===== config.mk =====
export PLATFORM = sky130hd
export DESIGN_NAME = led_ring_decoder_flat
export DESIGN_NICKNAME = d
export VERILOG_FILES = /design/src/rtl/led_ring_decoder_if.sv /design/src/rtl/led_ring_decoder.sv /design/src/flat_wrapper.sv
export SDC_FILE = /design/constraint.sdc
export NUM_CORES = 1
export LEC_CHECK = 0
export ABC_AREA = 1
export ABC_CLOCK_PERIOD_IN_PS = 1800
export CORE_MARGIN = 5
export CORE_UTILIZATION = 41
export CTS_BUF_LIST = sky130_fd_sc_hd__clkbuf_8
export DETAILED_ROUTE_END_ITERATION = 8
export PLACE_DENSITY = 0.64
export SLEW_MARGIN = 5
export SYNTH_ARGS = -nofsm -noshare
export SYNTH_HDL_FRONTEND = slang
export SYNTH_SLANG_ARGS = --single-unit
export TNS_END_PERCENT = 10

===== constraint.sdc =====
create_clock -name clk -period 1.8 [get_ports clk]
set_input_delay 0.36 -clock clk [delete_from_list [all_inputs] [get_ports clk]]
set_output_delay 0.36 -clock clk [all_outputs]
set_load 0.02 [all_outputs]

===== src/rtl/led_ring_decoder_if.sv =====
// Observation bus between an LED ring-shift source and its decoder.
// The master drives the sampled pattern and control; the slave reports lock status and counters.
interface led_ring_decoder_if;
  logic        sample;
  logic [15:0] led_in;
  logic        resync;
  logic        locked;
  logic [2:0]  switch_out;
  logic [3:0]  head;
  logic [15:0] steps;
  logic [7:0]  revs;
  logic        err;

  modport master (
    output sample, led_in, resync,
    input  locked, switch_out, head, steps, revs, err
  );

  modport slave (
    input  sample, led_in, resync,
    output locked, switch_out, head, steps, revs, err
  );
endinterface


===== src/rtl/led_ring_decoder.sv =====
// Locks onto a circular run of ones on a 16-bit LED bus, follows its rotation,
// recovers the run length and counts steps/revolutions; any illegal move latches a fault.
module led_ring_decoder #(
  parameter int unsigned MAX_LEN = 8
) (
  input  logic             clk,
  input  logic             rst,
  led_ring_decoder_if.slave bus
);

  typedef enum logic [1:0] {
    IDLE,
    TRACK,
    FAULT
  } state_e;

  state_e      state_q, state_d;
  logic [15:0] prev_q, prev_d;
  logic [2:0]  switch_q, switch_d;
  logic [3:0]  head_q, head_d;
  logic [15:0] steps_q, steps_d;
  logic [7:0]  revs_q, revs_d;
  logic        err_q, err_d;

  // Shape analysis: a bit is a run end when its circular successor is zero.
  logic [15:0] led_next;
  logic [15:0] run_ends;
  logic [4:0]  run_len;
  logic [4:0]  n_ends;
  logic [3:0]  end_idx;
  logic        shape_ok;
  logic [15:0] prev_rotl;

  assign led_next  = {bus.led_in[0], bus.led_in[15:1]};
  assign run_ends  = bus.led_in & ~led_next;
  assign prev_rotl = {prev_q[14:0], prev_q[15]};

  always_comb begin
    run_len = 5'($countones(bus.led_in));
    n_ends  = 5'($countones(run_ends));
    end_idx = '0;
    for (int i = 0; i < 16; i++) begin
      if (run_ends[i]) end_idx = 4'(i);
    end
    shape_ok = (run_len >= 5'd1) && (run_len <= 5'(MAX_LEN)) && (n_ends == 5'd1);
  end

  always_comb begin
    // NOTE: every next-state signal takes its held value first, so no path leaves one unassigned and no latch is inferred.
    state_d  = state_q;
    prev_d   = prev_q;
    switch_d = switch_q;
    head_d   = head_q;
    steps_d  = steps_q;
    revs_d   = revs_q;
    err_d    = err_q;

    if (bus.resync) begin
      state_d  = IDLE;
      prev_d   = '0;
      switch_d = '0;
      head_d   = '0;
      steps_d  = '0;
      revs_d   = '0;
      err_d    = 1'b0;
    end else if (bus.sample) begin
      unique case (state_q)
        IDLE: begin
          if (shape_ok) begin
            state_d  = TRACK;
            prev_d   = bus.led_in;
            switch_d = 3'(run_len - 5'd1);
            head_d   = end_idx;
            steps_d  = '0;
            revs_d   = '0;
            err_d    = 1'b0;
          end
        end
        TRACK: begin
          if (bus.led_in == prev_q) begin
            state_d = TRACK;
          end else if (bus.led_in == prev_rotl) begin
            prev_d  = bus.led_in;
            head_d  = head_q + 4'd1;
            steps_d = steps_q + 16'd1;
            if (head_q == 4'd15) revs_d = revs_q + 8'd1;
          end else begin
            // Counters and head freeze here so the failure point stays visible.
            state_d = FAULT;
            err_d   = 1'b1;
          end
        end
        FAULT: begin
          state_d = FAULT;
        end
        default: begin
          state_d = IDLE;
        end
      endcase
    end
  end

  always_ff @(posedge clk or posedge rst) begin
    if (rst) begin
      state_q  <= IDLE;
      prev_q   <= '0;
      switch_q <= '0;
      head_q   <= '0;
      steps_q  <= '0;
      revs_q   <= '0;
      err_q    <= 1'b0;
    end else begin
      // NOTE: non-blocking updates make all registers see the pre-edge values, matching real flops.
      state_q  <= state_d;
      prev_q   <= prev_d;
      switch_q <= switch_d;
      head_q   <= head_d;
      steps_q  <= steps_d;
      revs_q   <= revs_d;
      err_q    <= err_d;
    end
  end

  assign bus.locked     = (state_q == TRACK);
  assign bus.switch_out = switch_q;
  assign bus.head       = head_q;
  assign bus.steps      = steps_q;
  assign bus.revs       = revs_q;
  assign bus.err        = err_q;

endmodule


===== src/flat_wrapper.sv =====
// flat-port wrapper written by rule: the top's interface ports become plain ports
module led_ring_decoder_flat 
#(
  parameter int unsigned MAX_LEN = 8
)
  (clk, rst, bus_sample, bus_led_in, bus_resync, bus_locked, bus_switch_out, bus_head, bus_steps, bus_revs, bus_err);
  led_ring_decoder_if bus_i ();
  input  logic clk;
  input  logic rst;
  input wire logic [$bits(bus_i.sample)-1:0] bus_sample;
  input wire logic [$bits(bus_i.led_in)-1:0] bus_led_in;
  input wire logic [$bits(bus_i.resync)-1:0] bus_resync;
  output wire logic [$bits(bus_i.locked)-1:0] bus_locked;
  output wire logic [$bits(bus_i.switch_out)-1:0] bus_switch_out;
  output wire logic [$bits(bus_i.head)-1:0] bus_head;
  output wire logic [$bits(bus_i.steps)-1:0] bus_steps;
  output wire logic [$bits(bus_i.revs)-1:0] bus_revs;
  output wire logic [$bits(bus_i.err)-1:0] bus_err;
  assign bus_i.sample = bus_sample;
  assign bus_i.led_in = bus_led_in;
  assign bus_i.resync = bus_resync;
  assign bus_locked = bus_i.locked;
  assign bus_switch_out = bus_i.switch_out;
  assign bus_head = bus_i.head;
  assign bus_steps = bus_i.steps;
  assign bus_revs = bus_i.revs;
  assign bus_err = bus_i.err;
  led_ring_decoder #(.MAX_LEN(MAX_LEN)) u_core (.clk(clk), .rst(rst), .bus(bus_i));
endmodule

Figure 1. Signal wires by layer (run 1).
Only two layers are drawn.
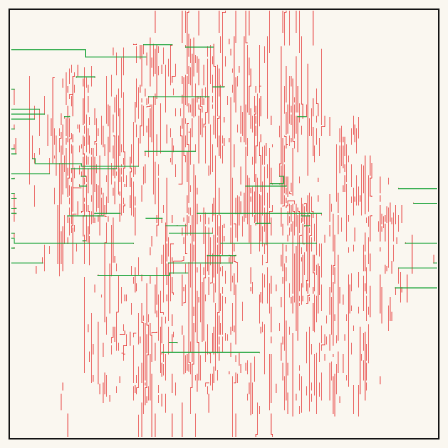
green -> M3  # wire length 480 µm
red -> M2  # wire length 6200 µm
total track usage: 0.197
count of vias placed by the detailed router: 4487
final wirelength: 13.0 mm
routed length per instance: 14.0 µm

Figure 2. Zoomed window (run 1).
Bar = 10 µm. Window x 44 to 74, y 44 to 74 µm. Cells in grey, sequential cells in the stronger grey; small squares are vias.
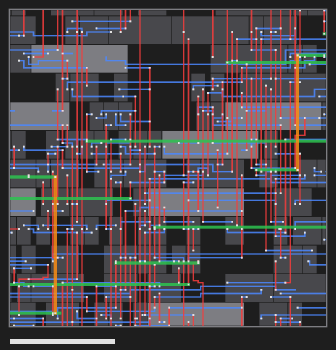
blue -> M1
green -> M3
red -> M2
orange -> M4
sequential cells in the window = 6
netlist names of flops here include = u_core.prev_q (4), u_core.bus.head (2)
most frequent = nand2_1 (35), inv_1 (9), buf_4 (8)
cells with their middle in the window = 84

Figure 3. Port wiring (run 1).
Bar = 20 µm.
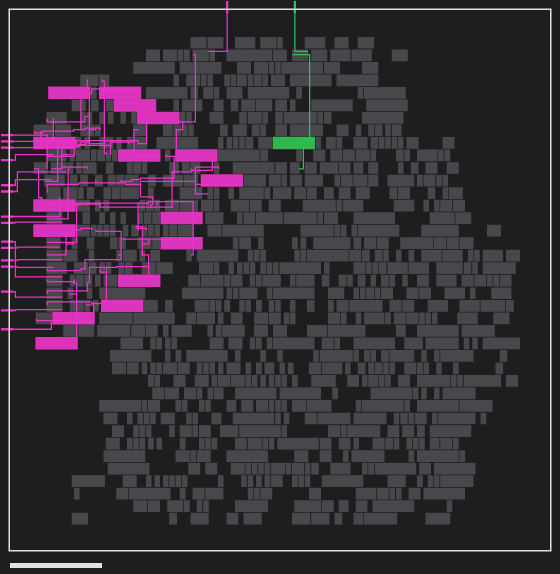
green -> bus_err  # direction output, edge north, end cells 1, buffers 1, wire 43.2 µm
magenta -> bus_steps  # direction output, edge 15 west, 1 north, end cells 16, buffers 16, wire 822 µm

[run 1: routing by layer]
layer	vias to the layer above	global-route usage	share of wire
met1	2125	0.278	0.48
met2	77	0.323	0.48
li1	2271	-	-
met4	0	0.0489	0.011
met3	14	0.0252	0.037
met5	-	0	0
[run 1: worst max path at each step]
| stage | cells past startpoint | from | endpoint | slack [ps] |
|---|---|---|---|---|
| 2_1_floorplan | 22 | bus_led_in[5] | u_core.bus.head[3] | -2750 |
| 6_report | 21 | bus_led_in[6] | u_core.prev_q[1] | -2780 |
| 3_5_place_dp | 21 | bus_led_in[11] | u_core.bus.head[0] | -3720 |
| 3_3_place_gp | 22 | bus_led_in[4] | u_core.prev_q[1] | -3600 |
| 5_1_grt | 24 | bus_led_in[13] | u_core.prev_q[7] | -2890 |
| 4_1_cts | 27 | bus_led_in[5] | u_core.bus.steps[2] | -2830 |
[run 1: power by group]
part / switching, mW / internal (mW)
Sequential: 0.308 / 1.42
Combinational: 2.87 / 2.67
Clock: 0.441 / 0.289
Total: 3.62 / 4.38
[run 1: cell families after synthesis]
group,after synthesis,share of synthesized area
xor gates and xnor gates,28,0.0520
adders and majority gates,64,0.205
DFF,50,0.265
and+or+nand+nor,304,0.274
buffers and inverters,125,0.112
AOI/OAI and AO/OA,61,0.0923
[run 1: what timing repair did]
action | 4_1_cts | 5_1_grt
gates cloned | 5 | 1
endpoints found under the setup margin | 56 | 58
buffers inserted | 10 | 4
gates resized | 107 | 58
pin swaps | 34 | 19
[run 1: through the flow]
step | setup WS [ps] | total power [mW] | area, µm²
after global routing | -2890 | 8.67 | 6740
after detailed placement | -3720 | 6.38 | 6200
final | -2780 | 8.00 | 6740
after global placement | -3600 | 6.28 | 6200
after floorplan | -2750 | 4.62 | 4890
after CTS | -2830 | 7.81 | 6610
==> flow_summary.ini, run 1 <==
; generated from flow reports
[job]
warning_count = 41
max_capacitance_violation_count = 0

[setup_path]
worstSetupStartpointType = primary input
element_type_at_the_critical_path_end = flop
worstPathCellList = buf_6 > buf_6 > ha_4 > fa_1 > inv_1 > fa_1 > fa_1 > inv_1 > fa_1 > ha_2 > fa_2 > nor2_1 > inv_1 > o21ai_2 > nand3_2 > a21oi_4 > nand2_8 > buf_12 > nor2_4 > nand2_1 > o21ai_2
maximum_cell_stage_delay_along_the_critical_path_ps = 530
worst_r2r_path_depth = 15
r2r_slack_ps = -120
path_max_fanout = 5
timing.critical_path.required_ps = 2050
cp_data_arrival_time_ps = 4820
crit_path_frequent_cell = fa_1
cpMaxStageDelayCell = fa_1

[logic_synthesis]
synth.net_count = 716
postSynth.asyncResetShare = 1.00
cell_count_listed_in_synth_stat_txt = 632
largest_area_cell = dfrtp_1
flop_cell = dfrtp_1
total_number_of_yosys_warnings = 0
post_synth_top_cells = nand2_1, inv_1, dfrtp_1
flops_latches_synth = 50
synth.distinct_cells = 35
top_cell_area_share = 0.265
netlist_top_cells_area = dfrtp_1, nand2_1, ha_1
mean_instance_size_in_the_synthesized_netlist_um2 = 7.47
number_of_enable_type_register_cells_in_the_synthesized_netlist = 0

[finish]
nonClockInverterCount = 113
area_of_combinational_cells_with_multiple_inputs_um2 = 3290
sh_seq_area = 0.186
ff_count = 50
clockNetworkAreaShare = 0.0145
final_core_utilization = 0.593
final_layout_top_logic_cell = nand2_1
final.clkbuf_count = 5
area_growth_syn_to_layout_pct = 42.8
final-instance-count-excl-fill = 930
buffers = 156
layout.buffer.nonclock.area_share = 0.216
nNetsFinal = 870
comb.multi_input.count = 460

[final_timing]
report.final.setup_viol = 50
worst_slew_margin_rel = 0.626
max_slew.worst_pin.slew_ps = 560
worst_slack_ps = -2780
final-max-slew-violation-count = 0
finalCritPeriodShare = 2.54
final.hold.worst_slack_ps = 396
fin_worst_skew_ps = 18.2
setup_tns_ps = -134990

[floorplanning]
fp.dieW_um = 117
die_ar_um2 = 13800
core.rowCount = 39
fp.coreArea_um2 = 11400
die.size.y_um = 117
tapcell.inserted = 143
number_of_top_level_design_ports = 53

[power]
power_density_nw_per_um2 = 1190
p_leak_nw = 3.42
max-vdd-ir-drop_v = 0.000865

[grt]
grt_first_pass_wirelength_mm = 21.6
largest_net_degree_at_the_start_of_global_routing = 51
antenna_violations_before_repair = 0

[placed_design]
place_inst = 904
place.detailed.hpwl_mm = 9.87
placement.io_buffers = 52
globalplace.congestion = 0.900

[route]
drt_first_iter_violations = 194
drt.antenna.violating_nets = 0
drt_first_pass_iters = 4
detail_route.vias_per_cell = 4.82

[cts]
worstSkewPairLatency_ps = 320
clk_pin_slew_ps = 120
ctsHoldBuffers = 0

[outcome]
failed_checks = negative setup slack
run_status = finished with violations

[min_path]
worstHoldPathType = in -> async
--- run 2 (diff from run 1) ---
--- a/config.mk
+++ b/config.mk
@@ -10,6 +10,7 @@
 export CORE_MARGIN = 5
 export CORE_UTILIZATION = 41
 export CTS_BUF_LIST = sky130_fd_sc_hd__clkbuf_8
+export CTS_CLUSTER_SIZE = 14
 export DETAILED_ROUTE_END_ITERATION = 8
 export PLACE_DENSITY = 0.64
 export SLEW_MARGIN = 5
Figure 4. Zoomed window (run 2).
Bar = 10 µm. Window x 44 to 74, y 44 to 74 µm. Cells in grey, sequential cells in the stronger grey; small squares are vias.
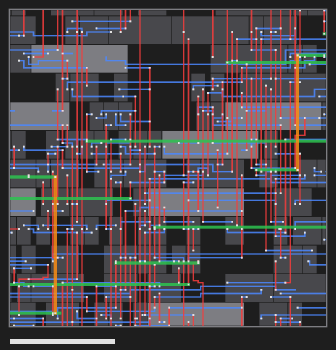
orange -> M4
red -> M2
blue -> M1
green -> M3
cells with their middle in the window = 84
sequential cells in the window = 6
netlist names of flops here include = u_core.prev_q (4), u_core.bus.head (2)
most frequent = nand2_1 (35), inv_1 (9), buf_4 (8)

==> run 2 against run 1 <==
Effect of this change:
- the flow still finishes with violations (negative setup slack)
- synthesized cell count unchanged
- clock power about the same
- cell count unchanged
- combinational power about the same
- non-clock buffer count unchanged
- power unchanged
- setup slack unchanged
==> flow_summary.ini, run 2 <==
; generated from flow reports
[finish]
area_growth_syn_to_layout_pct = 42.8
nonClockInverterCount = 113
comb.multi_input.count = 460
final.clkbuf_count = 5
nNetsFinal = 870
clockNetworkAreaShare = 0.0145
area_of_combinational_cells_with_multiple_inputs_um2 = 3290
sh_seq_area = 0.186
number_of_inserted_filler_cells_in_the_final_layout = 1035
combinational_share_of_cell_area = 0.488
layout.buffer.nonclock.area_share = 0.216
ff_count = 50
buffers = 156
final_layout_top_logic_cell = nand2_1

[logic_synthesis]
total_number_of_yosys_warnings = 0
syn-instance-count = 632
largest_area_cell = dfrtp_1
post_synth_top_cells = nand2_1, inv_1, dfrtp_1
postSynth.asyncResetShare = 1.00
flop_cell = dfrtp_1
netlist_top_cells_area = dfrtp_1, nand2_1, ha_1
synth.net_count = 716
flops_latches_synth = 50
top_cell_area_share = 0.265
mean_instance_size_in_the_synthesized_netlist_um2 = 7.47

[floorplanning]
tapcell.inserted = 143
number_of_top_level_design_ports = 53
fp.coreArea_um2 = 11400
die.size.y_um = 117
die_ar_um2 = 13800
fp.dieW_um = 117
core.rowCount = 39

[setup_path]
r2r_slack_ps = -120
number_of_stages_on_the_worst_setup_path = 21
worst_r2r_path_depth = 15
crit_path_frequent_cell = fa_1
crit_path_start = bus_led_in[6]
worstSetupEndpoint = u_core.prev_q[1]
cp_data_arrival_time_ps = 4820
element_type_at_the_critical_path_end = flop
worstSetupStartpointType = primary input
timing.critical_path.required_ps = 2050
cpMaxStageDelayCell = fa_1
path_max_fanout = 5
maximum_cell_stage_delay_along_the_critical_path_ps = 530

[placed_design]
placement.io_buffers = 52
place.detailed.hpwl_mm = 9.87
globalplace.congestion = 0.900
place_ws_ps = -3720

[final_timing]
worst_slack_ps = -2780
min_period_ps = 4580
report.final.setup_viol = 50
finalCritPeriodShare = 2.54
worst_slew_margin_rel = 0.626
fin_worst_skew_ps = 18.2
max_slew.worst_pin.slew_ps = 560

[grt]
grt_first_pass_wirelength_mm = 21.6
total_track_usage = 0.197
antenna_violations_before_repair = 0
grt_overflow_total = 0
largest_net_degree_at_the_start_of_global_routing = 51

[outcome]
failed_checks = negative setup slack
run_status = finished with violations

[cts]
worstSkewPairLatency_ps = 320
clk_pin_slew_ps = 120

[route]
drt_first_pass_iters = 4
drt_first_iter_violations = 194
post_drt_wl_per_cell_um = 14.0
routed_wirelength_mm = 13.0
detail_route.vias_per_cell = 4.82
vias = 4487
drt.antenna.violating_nets = 0

[power]
p_leak_nw = 3.42
total_power_of_the_final_layout_mw = 8.00
max-vdd-ir-drop_v = 0.000865

[min_path]
worstHoldPathType = in -> async

[job]
warning_count = 41
max_capacitance_violation_count = 0
Figure 5. Port wiring (run 2).
Bar = 20 µm.
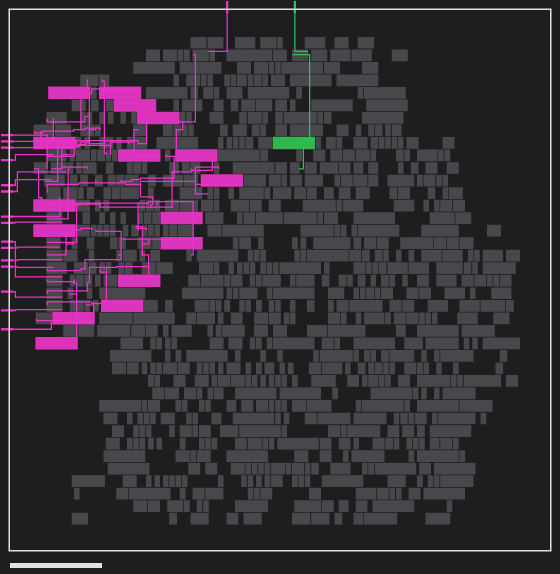
magenta -> bus_steps  # direction output, edge 15 west, 1 north, end cells 16, buffers 16, wire 822 µm
green -> bus_err  # direction output, edge north, end cells 1, buffers 1, wire 43.2 µm

## run 2: cell counts in the layout (fill, tap and decap cells not counted)
Identical to the previous run, type by type.
## run 2: stage by stage
| step | hold slack [ps] | std cells | util | instance area [µm²] | setup TNS, ps |
|---|---|---|---|---|---|
| floorplan | 470 | 632 | - | 4890 | -134220 |
| global placement | 482 | 904 | 0.546 | 6200 | -177100 |
| detailed placement | 484 | 904 | 0.546 | 6200 | -181340 |
| CTS | 414 | 926 | 0.581 | 6610 | -138860 |
| global route | 411 | 930 | 0.593 | 6740 | -141580 |
| finish | 396 | 930 | 0.593 | 6740 | -134990 |
## run 2: repair_timing
action | CTS | global route
pin swaps | 34 | 19
cloned | 5 | 1
setup endpoints to repair | 56 | 58
gates resized | 107 | 58
buffers inserted | 10 | 4
hold buffers | 0 | 0
## run 2: per-layer routing
metal	vias to the layer above	wire (µm)	GRT usage	part of all wire
li1	2271	-	-	-
met1	2125	6190	0.278	0.48
met2	77	6200	0.323	0.48
met3	14	479	0.0252	0.037
met4	0	146	0.0489	0.011
met5	-	0	0	0
## run 2: worst min-delay path, delay by kind of cell
kind                   cells  cell delay (ps)
buffers and inverters      3              750
## run 2: logic make-up (layout without fill, tap and decap cells)
logic type | after synthesis | count (layout) | synth area share
AND-OR/OR-AND | 61 | 61 | 0.0923
buffers and inverters | 125 | 277 | 0.112
adder cells (fa/ha/maj) | 64 | 64 | 0.205
flip-flops | 50 | 50 | 0.265
XOR/XNOR | 28 | 28 | 0.0520
AND/OR/NAND/NOR | 304 | 307 | 0.274
## run 2: power breakdown
part	internal (mW)	total [mW]	switching [mW]
clock	0.289	0.730	0.441
sequential	1.42	1.72	0.308
combinational	2.67	5.55	2.87
Figure 6. Signal wires by layer (run 2).
Only two layers are drawn.
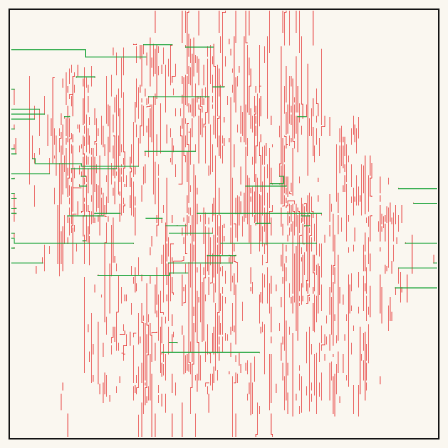

--- run 3 (diff from run 2) ---
--- a/config.mk
+++ b/config.mk
@@ -7,12 +7,15 @@
 export LEC_CHECK = 0
 export ABC_AREA = 1
 export ABC_CLOCK_PERIOD_IN_PS = 1800
+export CELL_PAD_IN_SITES_DETAIL_PLACEMENT = 0
+export CELL_PAD_IN_SITES_GLOBAL_PLACEMENT = 2
+export CORE_ASPECT_RATIO = 1.2
 export CORE_MARGIN = 5
-export CORE_UTILIZATION = 41
+export CORE_UTILIZATION = 34
 export CTS_BUF_LIST = sky130_fd_sc_hd__clkbuf_8
 export CTS_CLUSTER_SIZE = 14
 export DETAILED_ROUTE_END_ITERATION = 8
-export PLACE_DENSITY = 0.64
+export PLACE_DENSITY = 0.86
 export SLEW_MARGIN = 5
 export SYNTH_ARGS = -nofsm -noshare
 export SYNTH_HDL_FRONTEND = slang
Figure 7. Signal wires by layer (run 3).
Only two layers are drawn.
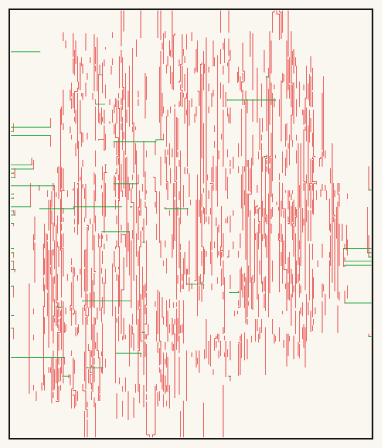
red -> M2  # wire length 7110 µm
green -> M3  # wire length 266 µm
count of vias placed by the detailed router: 4435
total track usage: 0.171
final wirelength: 13.8 mm
routed length per instance: 14.2 µm

==> run 3 against run 2 <==
Effect of this change:
- the run still ends with negative setup slack left
- cell count rose by 3.8%
- power shrank 1.9%
- setup slack got worse by 110 ps
- area after synthesis unchanged
- critical path depth increased by 3
- highest routed layer unchanged
- register-to-register slack lost 80 ps
- non-clock buffer count up 10
- clock power grew 3%
==> flow_summary.ini, run 3 <==
; generated from flow reports
[floorplanning]
number_of_top_level_design_ports = 53
core.rowCount = 47
fp.dieW_um = 118
fp.coreArea_um2 = 13700
die_ar_um2 = 16300
die.size.y_um = 139

[setup_path]
cp_data_arrival_time_ps = 4950
crit_path_frequent_cell = fa_1
cpMaxStageDelayCell = fa_1
element_type_at_the_critical_path_end = flop
maximum_cell_stage_delay_along_the_critical_path_ps = 570
path_max_fanout = 7
worstSetupStartpointType = primary input
worstPathCellList = buf_12 > clkinv_8 > ha_4 > inv_4 > ha_4 > inv_4 > fa_2 > fa_1 > fa_1 > inv_2 > fa_1 > ha_2 > fa_1 > nor2_1 > nand2_1 > a21oi_2 > nand3_2 > a21oi_4 > nand2_8 > buf_12 > nor2_8 > clkbuf_16 > nand2_2 > o21ai_2

[cts]
worstSkewPairLatency_ps = 330

[route]
drt.antenna.violating_nets = 0
met1Wirelength_mm = 6.08
drt_first_pass_iters = 4
routed-wl-met2_mm = 7.11
met3RoutedLength_um = 265
drt_first_iter_violations = 106
detail_route.vias_per_cell = 4.60
highest_layer = met4

[logic_synthesis]
netlist_top_cells_area = dfrtp_1, nand2_1, ha_1
syn-instance-count = 632
muxShareOfSynthArea = 0
largest_area_cell = dfrtp_1
total_number_of_yosys_warnings = 0
synth.cellmix.compoundShare = 0.0923
top_cell_area_share = 0.265
mean_instance_size_in_the_synthesized_netlist_um2 = 7.47
synth_simple_gate_area_share = 0.274
cell_count_listed_in_synth_stat_txt = 632
post_synth_top_cells = nand2_1, inv_1, dfrtp_1
synth.cellmix.xorXnorShare = 0.0520
flops_latches_synth = 50

[grt]
largest_net_degree_at_the_start_of_global_routing = 23
grt_overflow_total = 0
global_route.peak_usage_layer = met2
grt_first_pass_wirelength_mm = 23.1
grt_util_met1 = 0.214
met2_usage = 0.308

[final_timing]
max_slew.worst_pin.slew_ps = 362
final-max-slew-violation-count = 0
worst_slack_ps = -2880
finalCritPeriodShare = 2.60
min_period_ps = 4680
report.final.setup_viol = 50
worst_slew_margin_rel = 0.758

[placed_design]
place.detailed.hpwl_mm = 11.0
placement.io_buffers = 52
postPlaceCellArea_um2 = 6310

[min_path]
worstHoldPathType = in -> async

[outcome]
failed_checks = negative setup slack
run_status = finished with violations

[power]
p_leak_nw = 3.48
max-vdd-ir-drop_v = 0.000472

[finish]
final_layout_top_logic_cell = nand2_1
area_growth_syn_to_layout_pct = 47.1
final-instance-count-excl-fill = 965
Figure 8. Clock routing (run 3).
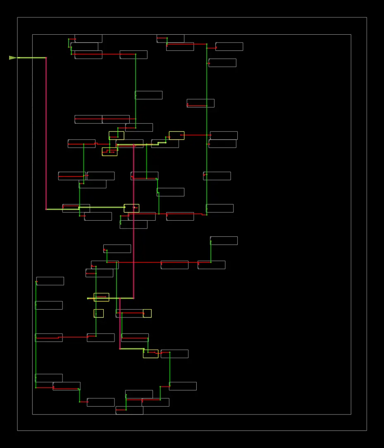
power in the clock group: 749 µW
number of sinks driven by the clock tree: 50
clock tree skew after final layout: 15.5 ps
flop count: 50

[run 3: cell counts after synthesis]
Identical to the previous run, type by type.
[run 3: cell type report]
type	instances	area, µm²
Clock buffer	6	82.6
Clock inverter	2	16.3
Fill cell	1321	6760
Inverter	113	484
Multi-Input combinational cell	457	3340
Sequential cell	50	1250
Tap cell	171	214
Timing Repair Buffer	166	1550
[run 3: power by group]
group          total [mW]  internal (mW)  leakage, nW  switching [mW]
Combinational        5.38           2.54         2.76            2.84
Clock               0.749          0.318       0.0478           0.432
Sequential           1.71           1.42        0.671           0.298
Total                7.85           4.28         3.48            3.57
[run 3: path summary, 6_finish.rpt]
kind	startpoint	endpoint	slack, ps	cells after the start
worst min-delay path	rst	u_core.prev_q[0]	280	2
worst min register to register	u_core.bus.switch_out[1]	u_core.bus.switch_out[1]	500	2
min in group clk	bus_led_in[4]	u_core.prev_q[4]	380	4
max in group asynchronous	rst	u_core.prev_q[13]	1060	3
worst max-delay path	bus_led_in[3]	u_core.prev_q[5]	-2880	24
worst max register to register	u_core.prev_q[1]	u_core.prev_q[5]	-200	15
[run 3: metrics by stage]
step | TNS (ps) | hold slack [ps] | total power, mW | utilization | setup slack [ps]
2_1_floorplan | -134220 | 470 | 4.62 | - | -2750
3_3_place_gp | -180980 | 469 | 6.37 | 0.461 | -3680
3_5_place_dp | -185190 | 475 | 6.47 | 0.461 | -3780
4_1_cts | -143490 | 277 | 7.79 | 0.486 | -2940
5_1_grt | -148750 | 286 | 8.62 | 0.507 | -3070
6_report | -140130 | 278 | 7.85 | 0.507 | -2880
[run 3: repair_timing]
action                                  in CTS  in global routing
pin swaps                                   35                 30
cloned                                       2                  0
hold endpoints to repair                     0                  0
endpoints found under the setup margin      60                 58
resized                                    125                 85
setup buffers                                7                 12
Power figures rest on the tool's default switching activity, not on a simulated workload.
